Run 1, PDN straps and rails:
Bar = 20 µm. Pins as bars on the die edge. Tap cells in gray.
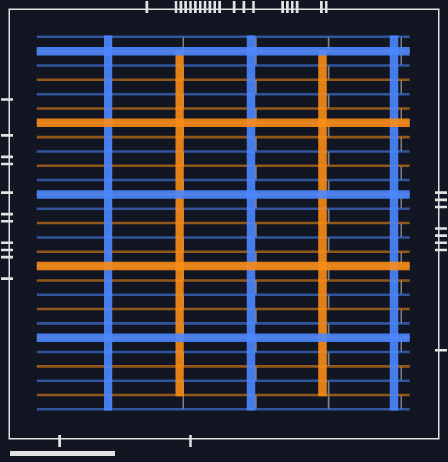
Run 1, cells colored by class:
Bar = 20 µm.
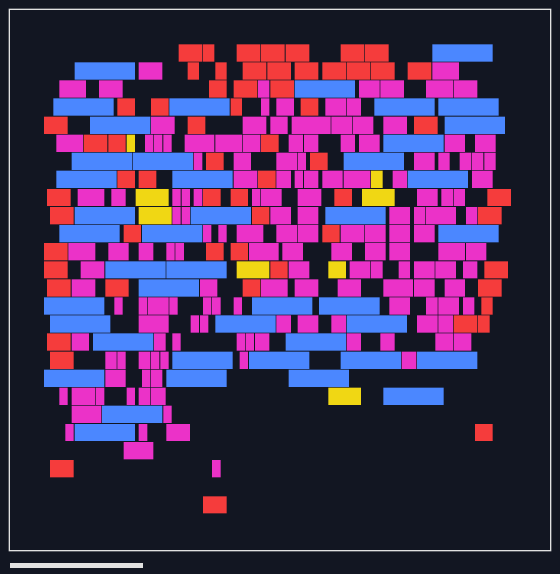
Run 1, clock network drawn from the DEF:
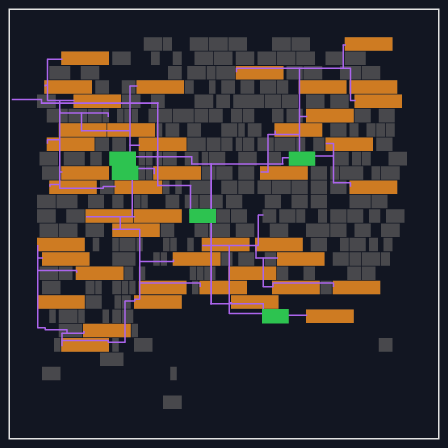
### src/rtl/hz_pkg.sv
// Shared encodings and shadow-stage record for the pipeline hazard controller.
package hz_pkg;

    localparam int HZ_REG_W = 5;

    localparam logic [1:0] ST_RUN      = 2'd0;
    localparam logic [1:0] ST_STALL    = 2'd1;
    localparam logic [1:0] ST_MEM_WAIT = 2'd2;

    localparam logic [1:0] FWD_RF  = 2'd0;
    localparam logic [1:0] FWD_MEM = 2'd1;
    localparam logic [1:0] FWD_WB  = 2'd2;

    typedef struct packed {
        logic                valid;
        logic [HZ_REG_W-1:0] dst;
        logic [HZ_REG_W-1:0] rs;
        logic [HZ_REG_W-1:0] rt;
        logic                reg_write;
        logic                mem_read;
        logic                mem_write;
    } stage_t;

    // A bubble or a write to $0 never produces a value worth forwarding or waiting on.
    function automatic logic is_writer(stage_t s);
        return s.valid && s.reg_write && (s.dst != '0);
    endfunction

endpackage

### src/rtl/hazard_ctrl_if.sv
// Pipeline <-> hazard controller bundle: ID decode fields and status in, enables/flushes/selects out.
interface hazard_ctrl_if #(parameter int REG_W = hz_pkg::HZ_REG_W);
    logic             id_valid;
    logic [REG_W-1:0] id_rs;
    logic [REG_W-1:0] id_rt;
    logic             id_uses_rs;
    logic             id_uses_rt;
    logic [REG_W-1:0] id_dst;
    logic             id_regWrite;
    logic             id_memRead;
    logic             id_memWrite;
    logic             id_jump;
    logic             id_jr;
    logic             ex_branch_taken;
    logic             mem_ready;
    logic             pc_write;
    logic             ifid_write;
    logic             idex_write;
    logic             exmem_write;
    logic             ifid_flush;
    logic             idex_flush;
    logic             memwb_flush;
    logic [1:0]       fwd_a;
    logic [1:0]       fwd_b;
    logic [1:0]       state;
    logic             mem_err;

    modport master (
        output id_valid, id_rs, id_rt, id_uses_rs, id_uses_rt, id_dst,
               id_regWrite, id_memRead, id_memWrite, id_jump, id_jr,
               ex_branch_taken, mem_ready,
        input  pc_write, ifid_write, idex_write, exmem_write,
               ifid_flush, idex_flush, memwb_flush, fwd_a, fwd_b, state, mem_err
    );

    modport slave (
        input  id_valid, id_rs, id_rt, id_uses_rs, id_uses_rt, id_dst,
               id_regWrite, id_memRead, id_memWrite, id_jump, id_jr,
               ex_branch_taken, mem_ready,
        output pc_write, ifid_write, idex_write, exmem_write,
               ifid_flush, idex_flush, memwb_flush, fwd_a, fwd_b, state, mem_err
    );
endinterface

### src/rtl/fwd_unit.sv
// EX operand source select for one register index; the younger MEM result wins over WB.
module fwd_unit
    import hz_pkg::*;
(
    input  logic [HZ_REG_W-1:0] src,
    input  logic                mem_wr,
    input  logic [HZ_REG_W-1:0] mem_dst,
    input  logic                wb_wr,
    input  logic [HZ_REG_W-1:0] wb_dst,
    output logic [1:0]          sel
);

    always_comb begin
        sel = FWD_RF;
        if (src != '0) begin
            if (mem_wr && (mem_dst == src)) begin
                sel = FWD_MEM;
            end else if (wb_wr && (wb_dst == src)) begin
                sel = FWD_WB;
            end
        end
    end

endmodule

### src/rtl/hazard_ctrl.sv
// Stall/flush/forward sequencing for the 5-stage MIPS pipeline, tracking EX/MEM/WB in shadow registers.
//
// state       | meaning
// ST_RUN      | normal issue
// ST_STALL    | previous cycle held PC and IF/ID for a load-use or jr hazard
// ST_MEM_WAIT | previous cycle froze the pipe waiting on data memory
module hazard_ctrl
    import hz_pkg::*;
#(
    parameter int MEM_TIMEOUT = 16,
    parameter int CNT_W       = 5
) (
    input logic          clk,
    input logic          rst_n,
    hazard_ctrl_if.slave hz
);

    localparam logic [CNT_W-1:0] CNT_MAX = CNT_W'(MEM_TIMEOUT);

    stage_t           ex_q, mem_q, wb_q, id_rec;
    logic [1:0]       state_q, state_nxt;
    logic [CNT_W-1:0] wait_cnt;
    logic             mem_err_q;
    logic             ex_wr, mem_wr, wb_wr;
    logic             mem_wait, branch, hz_load, hz_jr, stall, jump;

    always_comb begin
        id_rec           = '0;
        id_rec.valid     = 1'b1;
        id_rec.dst       = hz.id_dst;
        id_rec.rs        = hz.id_rs;
        id_rec.rt        = hz.id_rt;
        id_rec.reg_write = hz.id_regWrite;
        id_rec.mem_read  = hz.id_memRead;
        id_rec.mem_write = hz.id_memWrite;
    end

    assign ex_wr  = is_writer(ex_q);
    assign mem_wr = is_writer(mem_q);
    assign wb_wr  = is_writer(wb_q);

    assign mem_wait = mem_q.valid && (mem_q.mem_read || mem_q.mem_write) && !hz.mem_ready;
    assign branch   = !mem_wait && hz.ex_branch_taken;
    assign hz_load  = ex_wr && ex_q.mem_read &&
                      ((hz.id_uses_rs && (ex_q.dst == hz.id_rs)) ||
                       (hz.id_uses_rt && (ex_q.dst == hz.id_rt)));
    // jr reads rs in ID, so any in-flight producer of rs must retire to WB first.
    assign hz_jr    = hz.id_jr &&
                      ((ex_wr && (ex_q.dst == hz.id_rs)) || (mem_wr && (mem_q.dst == hz.id_rs)));
    assign stall    = hz.id_valid && !mem_wait && !branch && (hz_load || hz_jr);
    assign jump     = hz.id_valid && !mem_wait && !branch && !stall && (hz.id_jump || hz.id_jr);

    always_comb begin
        hz.pc_write    = 1'b1;
        hz.ifid_write  = 1'b1;
        hz.idex_write  = 1'b1;
        hz.exmem_write = 1'b1;
        hz.ifid_flush  = 1'b0;
        hz.idex_flush  = 1'b0;
        hz.memwb_flush = 1'b0;
        if (mem_wait) begin
            hz.pc_write    = 1'b0;
            hz.ifid_write  = 1'b0;
            hz.idex_write  = 1'b0;
            hz.exmem_write = 1'b0;
            hz.memwb_flush = 1'b1;
        end else if (branch) begin
            hz.ifid_flush = 1'b1;
            hz.idex_flush = 1'b1;
        end else if (stall) begin
            hz.pc_write   = 1'b0;
            hz.ifid_write = 1'b0;
            hz.idex_flush = 1'b1;
        end else if (jump) begin
            hz.ifid_flush = 1'b1;
        end
    end

    fwd_unit u_fwd_a (
        .src     (ex_q.rs),
        .mem_wr  (mem_wr),
        .mem_dst (mem_q.dst),
        .wb_wr   (wb_wr),
        .wb_dst  (wb_q.dst),
        .sel     (hz.fwd_a)
    );

    fwd_unit u_fwd_b (
        .src     (ex_q.rt),
        .mem_wr  (mem_wr),
        .mem_dst (mem_q.dst),
        .wb_wr   (wb_wr),
        .wb_dst  (wb_q.dst),
        .sel     (hz.fwd_b)
    );

    always_ff @(posedge clk or negedge rst_n) begin
        if (!rst_n) begin
            ex_q  <= '0;
            mem_q <= '0;
            wb_q  <= '0;
        end else if (mem_wait) begin
            wb_q <= '0;
        end else begin
            wb_q  <= mem_q;
            mem_q <= ex_q;
            if (hz.id_valid && !branch && !stall) begin
                ex_q <= id_rec;
            end else begin
                ex_q <= '0;
            end
        end
    end

    always_comb begin
        state_nxt = state_q;
        if (mem_wait) begin
            state_nxt = ST_MEM_WAIT;
        end else begin
            case (state_q)
                ST_RUN, ST_STALL: state_nxt = stall ? ST_STALL : ST_RUN;
                default:          state_nxt = ST_RUN;
            endcase
        end
    end

    always_ff @(posedge clk or negedge rst_n) begin
        if (!rst_n) begin
            state_q <= ST_RUN;
        end else begin
            state_q <= state_nxt;
        end
    end

    // wait_cnt counts consecutive frozen cycles; mem_err sets on the MEM_TIMEOUT-th one.
    always_ff @(posedge clk or negedge rst_n) begin
        if (!rst_n) begin
            wait_cnt  <= '0;
            mem_err_q <= 1'b0;
        end else if (mem_wait) begin
            if (wait_cnt != CNT_MAX) begin
                wait_cnt <= wait_cnt + 1'b1;
            end
            if (wait_cnt >= (CNT_MAX - 1'b1)) begin
                mem_err_q <= 1'b1;
            end
        end else begin
            wait_cnt <= '0;
        end
    end

    assign hz.state   = state_q;
    assign hz.mem_err = mem_err_q;

    logic unused_fields;
    assign unused_fields = ^{ex_q.mem_write, mem_q.rs, mem_q.rt,
                             wb_q.rs, wb_q.rt, wb_q.mem_read, wb_q.mem_write};

endmodule

### src/flat_wrapper.sv
// flat-port wrapper written by rule: the top's interface ports become plain ports
module hazard_ctrl_flat import hz_pkg::*;
#(
    parameter int MEM_TIMEOUT = 16,
    parameter int CNT_W       = 5
)
  (clk, rst_n, hz_id_valid, hz_id_rs, hz_id_rt, hz_id_uses_rs, hz_id_uses_rt, hz_id_dst, hz_id_regWrite, hz_id_memRead, hz_id_memWrite, hz_id_jump, hz_id_jr, hz_ex_branch_taken, hz_mem_ready, hz_pc_write, hz_ifid_write, hz_idex_write, hz_exmem_write, hz_ifid_flush, hz_idex_flush, hz_memwb_flush, hz_fwd_a, hz_fwd_b, hz_state, hz_mem_err);
  hazard_ctrl_if hz_i ();
  input logic clk;
  input logic rst_n;
  input wire logic [$bits(hz_i.id_valid)-1:0] hz_id_valid;
  input wire logic [$bits(hz_i.id_rs)-1:0] hz_id_rs;
  input wire logic [$bits(hz_i.id_rt)-1:0] hz_id_rt;
  input wire logic [$bits(hz_i.id_uses_rs)-1:0] hz_id_uses_rs;
  input wire logic [$bits(hz_i.id_uses_rt)-1:0] hz_id_uses_rt;
  input wire logic [$bits(hz_i.id_dst)-1:0] hz_id_dst;
  input wire logic [$bits(hz_i.id_regWrite)-1:0] hz_id_regWrite;
  input wire logic [$bits(hz_i.id_memRead)-1:0] hz_id_memRead;
  input wire logic [$bits(hz_i.id_memWrite)-1:0] hz_id_memWrite;
  input wire logic [$bits(hz_i.id_jump)-1:0] hz_id_jump;
  input wire logic [$bits(hz_i.id_jr)-1:0] hz_id_jr;
  input wire logic [$bits(hz_i.ex_branch_taken)-1:0] hz_ex_branch_taken;
  input wire logic [$bits(hz_i.mem_ready)-1:0] hz_mem_ready;
  output wire logic [$bits(hz_i.pc_write)-1:0] hz_pc_write;
  output wire logic [$bits(hz_i.ifid_write)-1:0] hz_ifid_write;
  output wire logic [$bits(hz_i.idex_write)-1:0] hz_idex_write;
  output wire logic [$bits(hz_i.exmem_write)-1:0] hz_exmem_write;
  output wire logic [$bits(hz_i.ifid_flush)-1:0] hz_ifid_flush;
  output wire logic [$bits(hz_i.idex_flush)-1:0] hz_idex_flush;
  output wire logic [$bits(hz_i.memwb_flush)-1:0] hz_memwb_flush;
  output wire logic [$bits(hz_i.fwd_a)-1:0] hz_fwd_a;
  output wire logic [$bits(hz_i.fwd_b)-1:0] hz_fwd_b;
  output wire logic [$bits(hz_i.state)-1:0] hz_state;
  output wire logic [$bits(hz_i.mem_err)-1:0] hz_mem_err;
  assign hz_i.id_valid = hz_id_valid;
  assign hz_i.id_rs = hz_id_rs;
  assign hz_i.id_rt = hz_id_rt;
  assign hz_i.id_uses_rs = hz_id_uses_rs;
  assign hz_i.id_uses_rt = hz_id_uses_rt;
  assign hz_i.id_dst = hz_id_dst;
  assign hz_i.id_regWrite = hz_id_regWrite;
  assign hz_i.id_memRead = hz_id_memRead;
  assign hz_i.id_memWrite = hz_id_memWrite;
  assign hz_i.id_jump = hz_id_jump;
  assign hz_i.id_jr = hz_id_jr;
  assign hz_i.ex_branch_taken = hz_ex_branch_taken;
  assign hz_i.mem_ready = hz_mem_ready;
  assign hz_pc_write = hz_i.pc_write;
  assign hz_ifid_write = hz_i.ifid_write;
  assign hz_idex_write = hz_i.idex_write;
  assign hz_exmem_write = hz_i.exmem_write;
  assign hz_ifid_flush = hz_i.ifid_flush;
  assign hz_idex_flush = hz_i.idex_flush;
  assign hz_memwb_flush = hz_i.memwb_flush;
  assign hz_fwd_a = hz_i.fwd_a;
  assign hz_fwd_b = hz_i.fwd_b;
  assign hz_state = hz_i.state;
  assign hz_mem_err = hz_i.mem_err;
  hazard_ctrl #(.MEM_TIMEOUT(MEM_TIMEOUT), .CNT_W(CNT_W)) u_core (.clk(clk), .rst_n(rst_n), .hz(hz_i));
endmodule
### config.mk
export PLATFORM = sky130hd
export DESIGN_NAME = hazard_ctrl_flat
export DESIGN_NICKNAME = d
export VERILOG_FILES = /design/src/rtl/hz_pkg.sv /design/src/rtl/hazard_ctrl_if.sv /design/src/rtl/fwd_unit.sv /design/src/rtl/hazard_ctrl.sv /design/src/flat_wrapper.sv
export SDC_FILE = /design/constraint.sdc
export NUM_CORES = 1
export LEC_CHECK = 0
export CORE_MARGIN = 5
export CORE_UTILIZATION = 45
export CTS_CLUSTER_DIAMETER = 150
export DETAILED_ROUTE_END_ITERATION = 12
export PLACE_DENSITY = 0.8
export SLEW_MARGIN = 30
export SYNTH_ARGS = -nofsm -noshare
export SYNTH_HDL_FRONTEND = slang
export SYNTH_SLANG_ARGS = --single-unit
### constraint.sdc
create_clock -name clk -period 2.7 [get_ports clk]
set_clock_uncertainty 0.1 [all_clocks]
set_input_delay 0.405 -clock clk [delete_from_list [all_inputs] [get_ports clk]]
set_output_delay 0.405 -clock clk [all_outputs]
set_load 0.01 [all_outputs]
==> results.ini, run 1 <==
[final_layout]
reg.largest.list=u_core.ex_q (19), u_core.mem_q (9), u_core.wb_q (7)
fin_cells=341

[floorplanning]
fp_util=0.456
pin_count=41

[clocking]
path_clk_slew_ps=80

[timing]
setup_slack_ps=-81.2
holdWs_ps=-8.62
slew_headroom=0.477
final-setup-viol-count=3
hold_viol=13
fin_crit_ps=2780
tns_ps=-145

[yosys]
post-synth-top-area-fraction=0.471
yosys.area.top_type=dfrtp_1

[power]
p_int_mw=0.963

[routing]
dr_wl_met3_um=226
dr_wl_met2_um=2660
vias=1824

[setup_path]
criticalPathCategory=flip-flop to output pin
worstSetupPathDepth=6

[status]
violations=hold timing, setup timing
outcome=finished, violations left

Back to the opening pictures, 'PDN straps and rails':
color	net
orange	VDD
blue	VSS
rows	26
met5 straps	5
met1 rails	27
signal pins	41
Die Span X: 81.3 µm
peak supply drop: 0.548 mV

Back to the opening pictures, 'cells colored by class':
color	class	cells
magenta	all other logic	158
blue	flip-flops	43
red	other buffers and delay cells	62
yellow	clock drivers and dummy loads	8
Seq/total area: 0.368
Final Util: 0.584
Cell Rows: 26

Back to the opening pictures, 'clock network drawn from the DEF':
[orange] flip-flops | count: 43
[purple] clock wires | length: 508 µm
[green] cells driving clock nets | count: 5
routed clock nets	6
clk ins delay skew pair: 300 ps
clock power share: 0.307
Power Clock: 0.400 mW

Run 1, placement view:
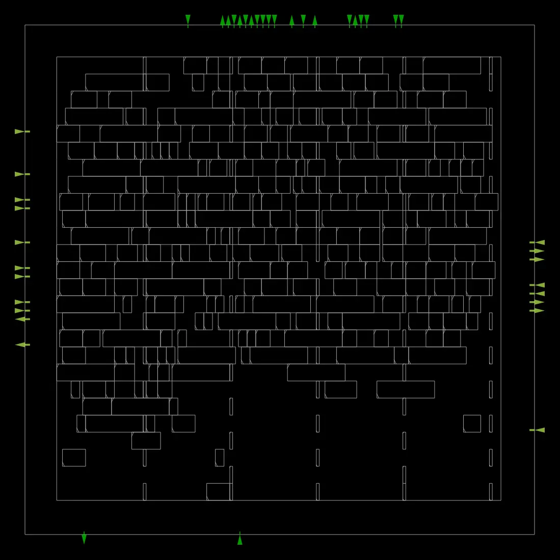

--- run 2 (diff from run 1) ---
Settings changed: CELL_PAD_IN_SITES_DETAIL_PLACEMENT set to 0, CELL_PAD_IN_SITES_GLOBAL_PLACEMENT set to 1, CORE_UTILIZATION 45 to 41, PLACE_DENSITY 0.8 to 0.9.
Run 2, placement view:
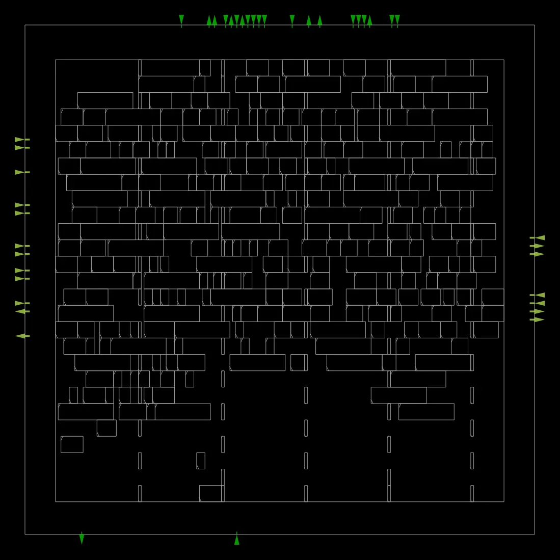
fin cells: 345
Tap Count: 72
Core Area: 5470 µm²
Seq cells: 43
Final Util: 0.537

Run 2, cells colored by class:
Bar = 20 µm.
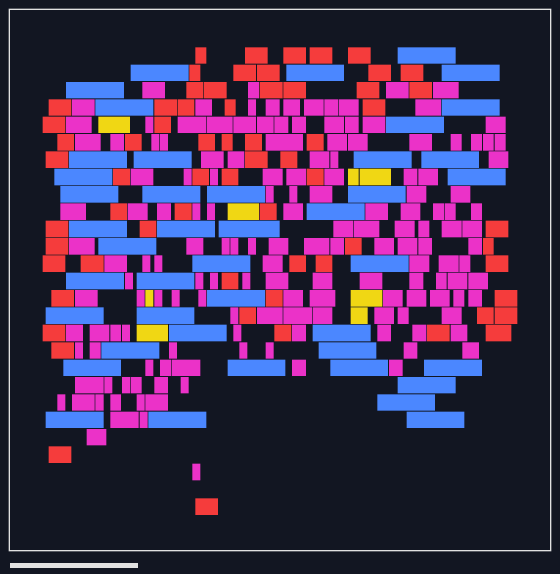
Seq/total area: 0.367
Cell Rows: 27
finished layout cell area: 2940 µm²

Run 2, signal wires by layer:
Bar = 20 µm. Only two layers are drawn.
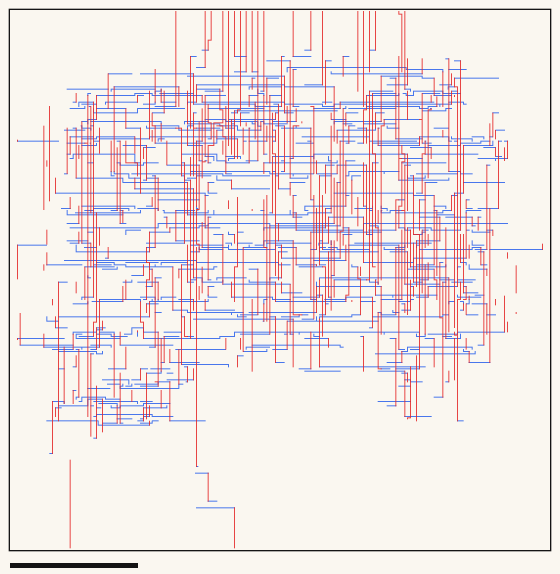
color	layer	wire length
blue	met1	2,440 µm
red	met2	2,670 µm
routed via count: 1,828
wire length per cell: 15.6 µm
GRT Overall Usage: 0.159

==> results.ini, run 2 <==
[status]
outcome=finished, violations left
violations=hold timing, setup timing

[yosys]
yosys.area.top_type=dfrtp_1
netlist_instances=217
ys_seq_share=0.471
common_cells=dfrtp_1, nand2_1, xnor2_1
ys_async_sr_fraction=1.00
post-synth-top-area-fraction=0.471
synth_adder_area_share=0.0164
synth_cell_types=41

[floorplanning]
pin_count=41
fp_util=0.417
die_w_um=84.7

[global_route]
met3_usage=0.0294
met1_usage=0.206
grt_pass1_wl_um=9180

[placement]
gp_congestion=0.819
dp.cells=336

[final_layout]
dominant_cells=logic gates
comb_area_share=0.376
fin_nets=302
inv_count=7
nFillCells=504
largest_reg_flops=19
reg.largest.list=u_core.ex_q (19), u_core.mem_q (9), u_core.wb_q (7)
clockNetworkAreaShare=0.0290

[timing]
hold_viol=21
slew_headroom=0.484
tns_ps=-276
holdWs_ps=-12.4
fin_crit_ps=2880
final-setup-viol-count=4
setup_slack_ps=-183

[power]
peakVddDrop_mv=0.380
clkPwrFrac=0.308
p_int_mw=0.963
p_clk_mw=0.399

[clocking]
clk_latency_ps=300
path_clk_slew_ps=80

[routing]
routed_via_density=5.30
first_iter_violations=58
dr_wl_met3_um=236
dr_wl_met2_um=2670

[flow_run]
tool_warnings=29

[setup_path]
worstSetupPathDepth=7
criticalPathCategory=flip-flop to output pin
rrSetupSlack_ps=240
cp_top_family=simple AND/OR/NAND/NOR gates
worst-path-max-fanout=2

--- run 3 (diff from run 2) ---
Settings changed: CTS_CLUSTER_SIZE set to 12.
Run 3, signal wires by layer:
Bar = 20 µm. Only two layers are drawn.
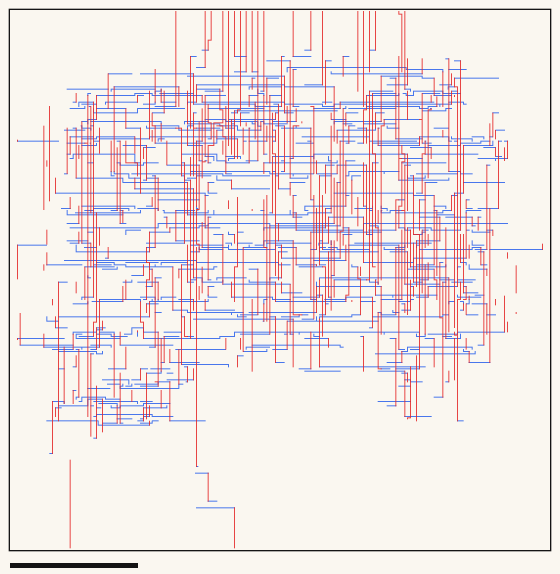
final WL: 5390 µm

Run 3, placement view:
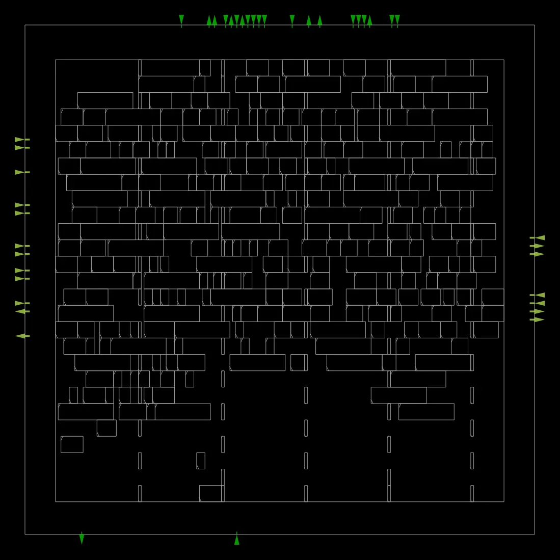
fill count: 504

Run 3, PDN straps and rails:
Bar = 20 µm. Pins as bars on the die edge. Tap cells in gray.
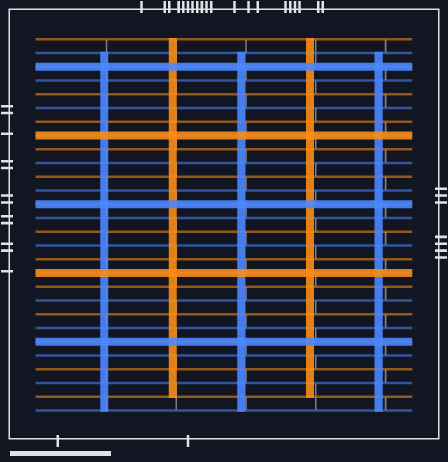
peak supply drop: 0.380 mV
DIE HEIGHT: 84.7 µm

==> results.ini, run 3 <==
[floorplanning]
die_w_um=84.7
rows=27

[yosys]
post-synth-top-area-fraction=0.471
ys_seq_share=0.471
yosys.area.top_type=dfrtp_1
synth_adder_area_share=0.0164
ys_async_sr_fraction=1.00

[final_layout]
design_area_um2=2940
inv_count=7
largest_reg_flops=19
clockNetworkAreaShare=0.0290
seq-cell-share=0.367

[clocking]
clk_latency_ps=300

[setup_path]
worstSetupPathDepth=7
rrSetupSlack_ps=240

[status]
violations=hold timing, setup timing
outcome=finished, violations left

[timing]
setup_slack_ps=-183
holdWs_ps=-12.4
hold_viol=21
final-setup-viol-count=4
tns_ps=-276

[routing]
vias=1828
routed_via_density=5.30
dr_wl_met2_um=2670
first_iter_violations=58

[flow_run]
tool_warnings=29

[power]
p_clk_mw=0.399

Power and IR drop assume default switching activity.
